[src/rtl/rf_pkg.sv]
// Register-file constants and types shared by the write-back arbiter and its scoreboard.
package rf_pkg;
  localparam int RF_AW       = 5;
  localparam int RF_DW       = 32;
  localparam int RF_NREG     = 32;
  localparam int RF_ZERO_REG = 0;

  typedef logic [RF_AW-1:0]   rf_addr_t;
  typedef logic [RF_DW/8-1:0] rf_be_t;
endpackage

[src/rtl/rf_scoreboard.sv]
// Busy-bit scoreboard: one pending-write bit per architectural register, two hazard query ports.
module rf_scoreboard
  import rf_pkg::*;
#(
  parameter int AW = RF_AW
) (
  input  logic          clk,
  input  logic          rst_n,
  input  logic          set_valid,
  input  logic [AW-1:0] set_addr,
  input  logic          clr_valid,
  input  logic [AW-1:0] clr_addr,
  input  logic          flush,
  input  logic [AW-1:0] q1_addr,
  input  logic [AW-1:0] q2_addr,
  output logic          q1_busy,
  output logic          q2_busy
);
  localparam int NREG = 1 << AW;

  logic [NREG-1:0] r_busy;

  // Set is written after clear so a same-cycle set to the retiring register wins.
  always_ff @(posedge clk or negedge rst_n) begin
    if (!rst_n) begin
      r_busy <= '0;
    end else if (flush) begin
      r_busy <= '0;
    end else begin
      if (clr_valid) r_busy[clr_addr] <= 1'b0;
      if (set_valid && (set_addr != AW'(RF_ZERO_REG))) r_busy[set_addr] <= 1'b1;
    end
  end

  assign q1_busy = r_busy[q1_addr];
  assign q2_busy = r_busy[q2_addr];
endmodule

[src/rtl/rf_wb_arbiter.sv]
// Write-back arbiter owning the register-file write port, plus busy scoreboard.
// WB_ARB_RR_EN selects round-robin arbitration; otherwise fixed priority (requester 0 highest).
module rf_wb_arbiter
  import rf_pkg::*;
#(
  parameter int N_REQ = 3,
  parameter int AW    = RF_AW,
  parameter int DW    = RF_DW
) (
  input  logic                    clk,
  input  logic                    rst_n,
  input  logic [N_REQ-1:0]        req_valid,
  input  logic [N_REQ*AW-1:0]     req_addr,
  input  logic [N_REQ*DW-1:0]     req_data,
  input  logic [N_REQ*DW/8-1:0]   req_be,
  output logic [N_REQ-1:0]        req_ready,
  output logic [DW/8-1:0]         rf_we,
  output logic [AW-1:0]           rf_wr,
  output logic [DW-1:0]           rf_wd,
  input  logic                    sb_set_valid,
  input  logic [AW-1:0]           sb_set_addr,
  input  logic                    sb_flush,
  input  logic [AW-1:0]           sb_q1_addr,
  input  logic [AW-1:0]           sb_q2_addr,
  output logic                    sb_q1_busy,
  output logic                    sb_q2_busy
);
  localparam int BW = DW / 8;

  logic [N_REQ-1:0] w_grant;
  logic             w_any;
  logic [AW-1:0]    w_addr;
  logic [DW-1:0]    w_data;
  logic [BW-1:0]    w_be;

`ifdef WB_ARB_RR_EN
  localparam int IW = (N_REQ > 1) ? $clog2(N_REQ) : 1;
  logic [IW-1:0] r_ptr;
  logic [IW-1:0] w_gidx;

  // Walk from the farthest slot back to the pointer so the first valid after the pointer wins.
  always_comb begin
    int idx;
    idx     = 0;
    w_grant = '0;
    w_gidx  = '0;
    for (int k = N_REQ - 1; k >= 0; k--) begin
      idx = (int'(r_ptr) + k) % N_REQ;
      if (req_valid[idx]) begin
        w_grant      = '0;
        w_grant[idx] = 1'b1;
        w_gidx       = IW'(idx);
      end
    end
  end

  always_ff @(posedge clk or negedge rst_n) begin
    if (!rst_n) r_ptr <= '0;
    else if (w_any) r_ptr <= (w_gidx == IW'(N_REQ - 1)) ? '0 : w_gidx + IW'(1);
  end
`else
  // Isolate the lowest set valid bit.
  assign w_grant = req_valid & (~req_valid + N_REQ'(1));
`endif

  assign w_any     = |w_grant;
  assign req_ready = w_grant;

  always_comb begin
    w_addr = '0;
    w_data = '0;
    w_be   = '0;
    for (int i = 0; i < N_REQ; i++) begin
      if (w_grant[i]) begin
        w_addr = req_addr[i*AW +: AW];
        w_data = req_data[i*DW +: DW];
        w_be   = req_be[i*BW +: BW];
      end
    end
  end

  logic [BW-1:0] r_we;
  logic [AW-1:0] r_wr;
  logic [DW-1:0] r_wd;
  logic          r_hs;

  // r_hs marks a retiring write even when byte enables are suppressed, so busy still clears.
  always_ff @(posedge clk or negedge rst_n) begin
    if (!rst_n) begin
      r_we <= '0;
      r_wr <= '0;
      r_wd <= '0;
      r_hs <= 1'b0;
    end else if (w_any) begin
      r_we <= (w_addr == AW'(RF_ZERO_REG)) ? '0 : w_be;
      r_wr <= w_addr;
      r_wd <= w_data;
      r_hs <= 1'b1;
    end else begin
      r_we <= '0;
      r_hs <= 1'b0;
    end
  end

  assign rf_we = r_we;
  assign rf_wr = r_wr;
  assign rf_wd = r_wd;

  rf_scoreboard #(.AW(AW)) u_sb (
    .clk       (clk),
    .rst_n     (rst_n),
    .set_valid (sb_set_valid),
    .set_addr  (sb_set_addr),
    .clr_valid (r_hs),
    .clr_addr  (r_wr),
    .flush     (sb_flush),
    .q1_addr   (sb_q1_addr),
    .q2_addr   (sb_q2_addr),
    .q1_busy   (sb_q1_busy),
    .q2_busy   (sb_q2_busy)
  );
endmodule
[config.mk]
export PLATFORM = sky130hd
export DESIGN_NAME = rf_wb_arbiter
export DESIGN_NICKNAME = d
export VERILOG_FILES = /design/src/rtl/rf_pkg.sv /design/src/rtl/rf_scoreboard.sv /design/src/rtl/rf_wb_arbiter.sv
export SDC_FILE = /design/constraint.sdc
export NUM_CORES = 1
export LEC_CHECK = 0
export CORE_UTILIZATION = 38
export CTS_CLUSTER_SIZE = 30
export DETAILED_ROUTE_END_ITERATION = 8
export PLACE_DENSITY = 0.86
export SYNTH_ARGS = -nofsm -noshare
export SYNTH_HDL_FRONTEND = slang
export SYNTH_SLANG_ARGS = --single-unit
[constraint.sdc]
create_clock -name clk -period 1.3 [get_ports clk]
set_input_delay 0.13 -clock clk [delete_from_list [all_inputs] [get_ports clk]]
set_output_delay 0.13 -clock clk [all_outputs]
set_load 0.1 [all_outputs]
**Logic cells by family**

Scale: 4 px per um.
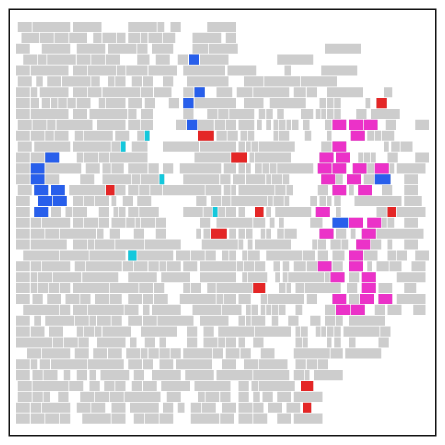
Key: magenta = multiplexers [cells 32, most used mux2i_1, where east]; cyan = inverters [cells 5, most used inv_2]; red = AND and OR gates [cells 10]; blue = AND-OR and OR-AND gates [cells 14]
final cell count without fillers: 824
most numerous logic cell after layout: clkdlybuf4s50_1

==> out/metrics.csv <==
stage;metric;value;unit
cts;TritonCTS buffer count;9;
placement;GPL Wtd Cong;0.925;
final_layout;dominant logic cell types in the final layout;clkdlybuf4s50_1, dfrtp_1, a22oi_1;
synthesis;Synth flops;74;
worst_setup_path;worst reg2reg path endpoint;u_sb.r_busy[28];
worst_setup_path;crit-path max cell delay;0.42;ns
worst_setup_path;reg2reg setup slack;-0.06;ns
drt;top sig layer;met4;
synthesis;Yosys Chip Area;4130;um2
final_timing;fin crit share;1.45;
power;Sw Pwr;2.84;mW
floorplan;die boundary height;106;um
global_route;Top Usage Layer GRT;met2;
synthesis;Primary FF master, synth;dfrtp_1;
drt;DRC;0;
synthesis;Synth Seq Share;0.448;
worst_setup_path;Worst Setup EP;sb_q1_busy;
job;count of tool warnings;29;
worst_hold_path;Hold Crit Class;in2async;
drt;wire length on met1;5.97;mm
synthesis;Synth cell types;38;
cts;H-Tree Depth;3;
placement;DP Cell Count;790;
final_layout;design area;7480;um2
outcome;failing checks;negative setup slack;
global_route;met3 Track Usage GR;0.0773;
drt;total length of routed wires;16.5;mm
final_timing;# setup viols final;10;
drt;Antenna Nets Post-Route;0;
power;Comb pwr share;0.414;
synthesis;syn nets;590;
floorplan;IO Pins;191;
final_timing;measured slew at the worst slew-check pin;0.443;ns
worst_setup_path;type of origin of the critical path;register;
power;Max power group;combinational logic;
final_timing;Slew Limit Fails;0;
drt;met3 wire length;1.38;mm
synthesis;synthesized area per cell;9.28;um2
drt;1st-iter DRT viols;296;
drt;vias per std cell;5.75;
synthesis;number of synthesis warnings;0;
final_timing;Clock Skews;0.0178;ns
outcome;outcome;complete, but fails checks;
worst_setup_path;Worst setup EP type;primary output;
power;VDD IR max;679;uV
job;Max-cap violations;0;
global_route;GRT Util Overall;0.300;
cts;# clock sinks;74;
worst_setup_path;CP Class;reg2out;
power;Power Sequential;2.61;mW
cts;Max clock buf depth;2;
synthesis;Mapped Area;4130;um2
global_route;met1 Use GR;0.339;
cts;root buffer cell;clkbuf_8;
final_timing;setup tns final;-1.47;ns
drt;Wirelength per Cell;20.0;um
global_route;largest net degree at the start of global routing;34;
worst_setup_path;required time worst endpoint;1.17;ns
cts;post-CTS setup buffers;9;
final_timing;setup ws final;-0.591;ns
cts;# hold bufs at CTS;1;
final_timing;RSZ-0062 raised after global routing;true;
global_route;routing usage on met2;0.525;
synthesis;biggest area cells;dfrtp_1, a22oi_1, mux2i_1;
worst_setup_path;CP max stage cell;dfrtp_1;
worst_setup_path;cells along the critical path;mux2i_1, a22oi_1, nand3_1, nand2_1, a311o_2, buf_12;
power;pwr dens;987;nW/um2
worst_setup_path;Worst Setup SP;u_sb.r_busy[9];
final_timing;Final min period;1.89;ns
power;LEAKAGE;3.14;nW
placement;dpl hpwl;12.6;mm
cts;CTS tree;yes;
final_layout;fraction of layout cells with a size suffix above 1;0.268;
power;total power;7.38;mW
synthesis;EDFF count, synth;0;
synthesis;# Cells Yosys;445;
synthesis;post-synthesis adder-cell area fraction;0;
floorplan;Die Area;11300;um2
worst_setup_path;top cell family by delay on the critical path;AND-OR/OR-AND gates;
synthesis;top comb family, area;AND-OR/OR-AND gates;
floorplan;Die Wd;106;um
placement;dpl ws;-0.685;ns
cts;Worst-path clk slew;0.09;ns
global_route;vias in the first global route;4957;
worst_setup_path;Buf/Inv on CP;1;
synthesis;Synth Area in Compound Gates;0.303;
power;Sw Ratio;0.384;
drt;Pre-Repair DR Iteration Count;5;
final_timing;slew margin rel.;0.705;
worst_setup_path;CP Depth;6;
final_timing;hold slack;0.291;ns
synthesis;post-synthesis cell count;445;
worst_setup_path;cells on worst reg2reg path;3;
worst_setup_path;CP Max Fanout;3;
final_layout;synthesis-to-finish area growth;81.1;%
synthesis;post-synth top area cell;dfrtp_1;
floorplan;Core Util at FP;0.396;
power;Clock Power;1.71;mW
global_route;global route overflow;0;
synthesis;yosys simple share;0.125;
synthesis;XORs/XNORs by Area;0;
power;Comb group;3.05;mW
global_route;first-pass GRT wire length;25.9;mm
worst_setup_path;r2r startpoint;rf_wr[1];
drt;DR vias;4737;
drt;metal2 WL;8.55;mm
synthesis;area fraction of the dominant cell type after synthesis;0.448;
placement;Port Buffers;190;
synthesis;ys async rst share;1.00;
final_timing;Highest Clock Rate;529;MHz
power;clock group share of total power;0.232;
cts;PostCTS Resize Cnt;19;
global_route;antenna violations before repair;1;
worst_setup_path;arrival time at the worst endpoint;1.76;ns
final_layout;nets@finish;827;
cts;Clock Latency Late Sink;0.36;ns
power;Reg power frac;0.354;
synthesis;Mux area share;0.0776;
placement;dpl cell area;6980;um2
power;Power Internal;4.54;mW
final_timing;Final Hold Vio Count;0;
**Cell placement**

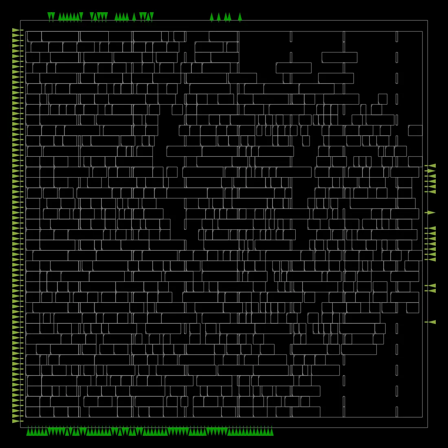
Core Area: 10,400 um2
Rows: 37
Tap Count: 136
flop share of the area: 0.251
final core occ: 0.718

-- final cells by class --
cell class	instances	area, um2
timing repair buffer	258	3000
fill	694	2940
multi-input combinational	334	2210
sequential	74	1880
tap	136	170
clock buffer	10	138
clock inverter	6	50.0
inverter	5	21.3
antenna	1	2.50
-- registers in the layout (all words and copies together) (netlist names) --
| signal | count |
|---|---|
| u_sb.r_busy | 32 |
| rf_we | 4 |
| rf_wr | 5 |
| r_hs | 1 |
| rf_wd | 32 |
-- cells in the mapped netlist (5+ instances only) --
library cell,number
dfrtp_1,74
a22oi_1,59
nand2_1,50
a21oi_1,48
o21ai_1,38
mux2i_1,32
o21ai_0,18
clkbuf_1,16
o22ai_1,14
nor2_1,11
nand3b_1,8
buf_2,7
nand3_1,7
nor2b_1,5
nor3b_1,5
Power figures rest on the tool's default switching activity, not on a simulated workload.
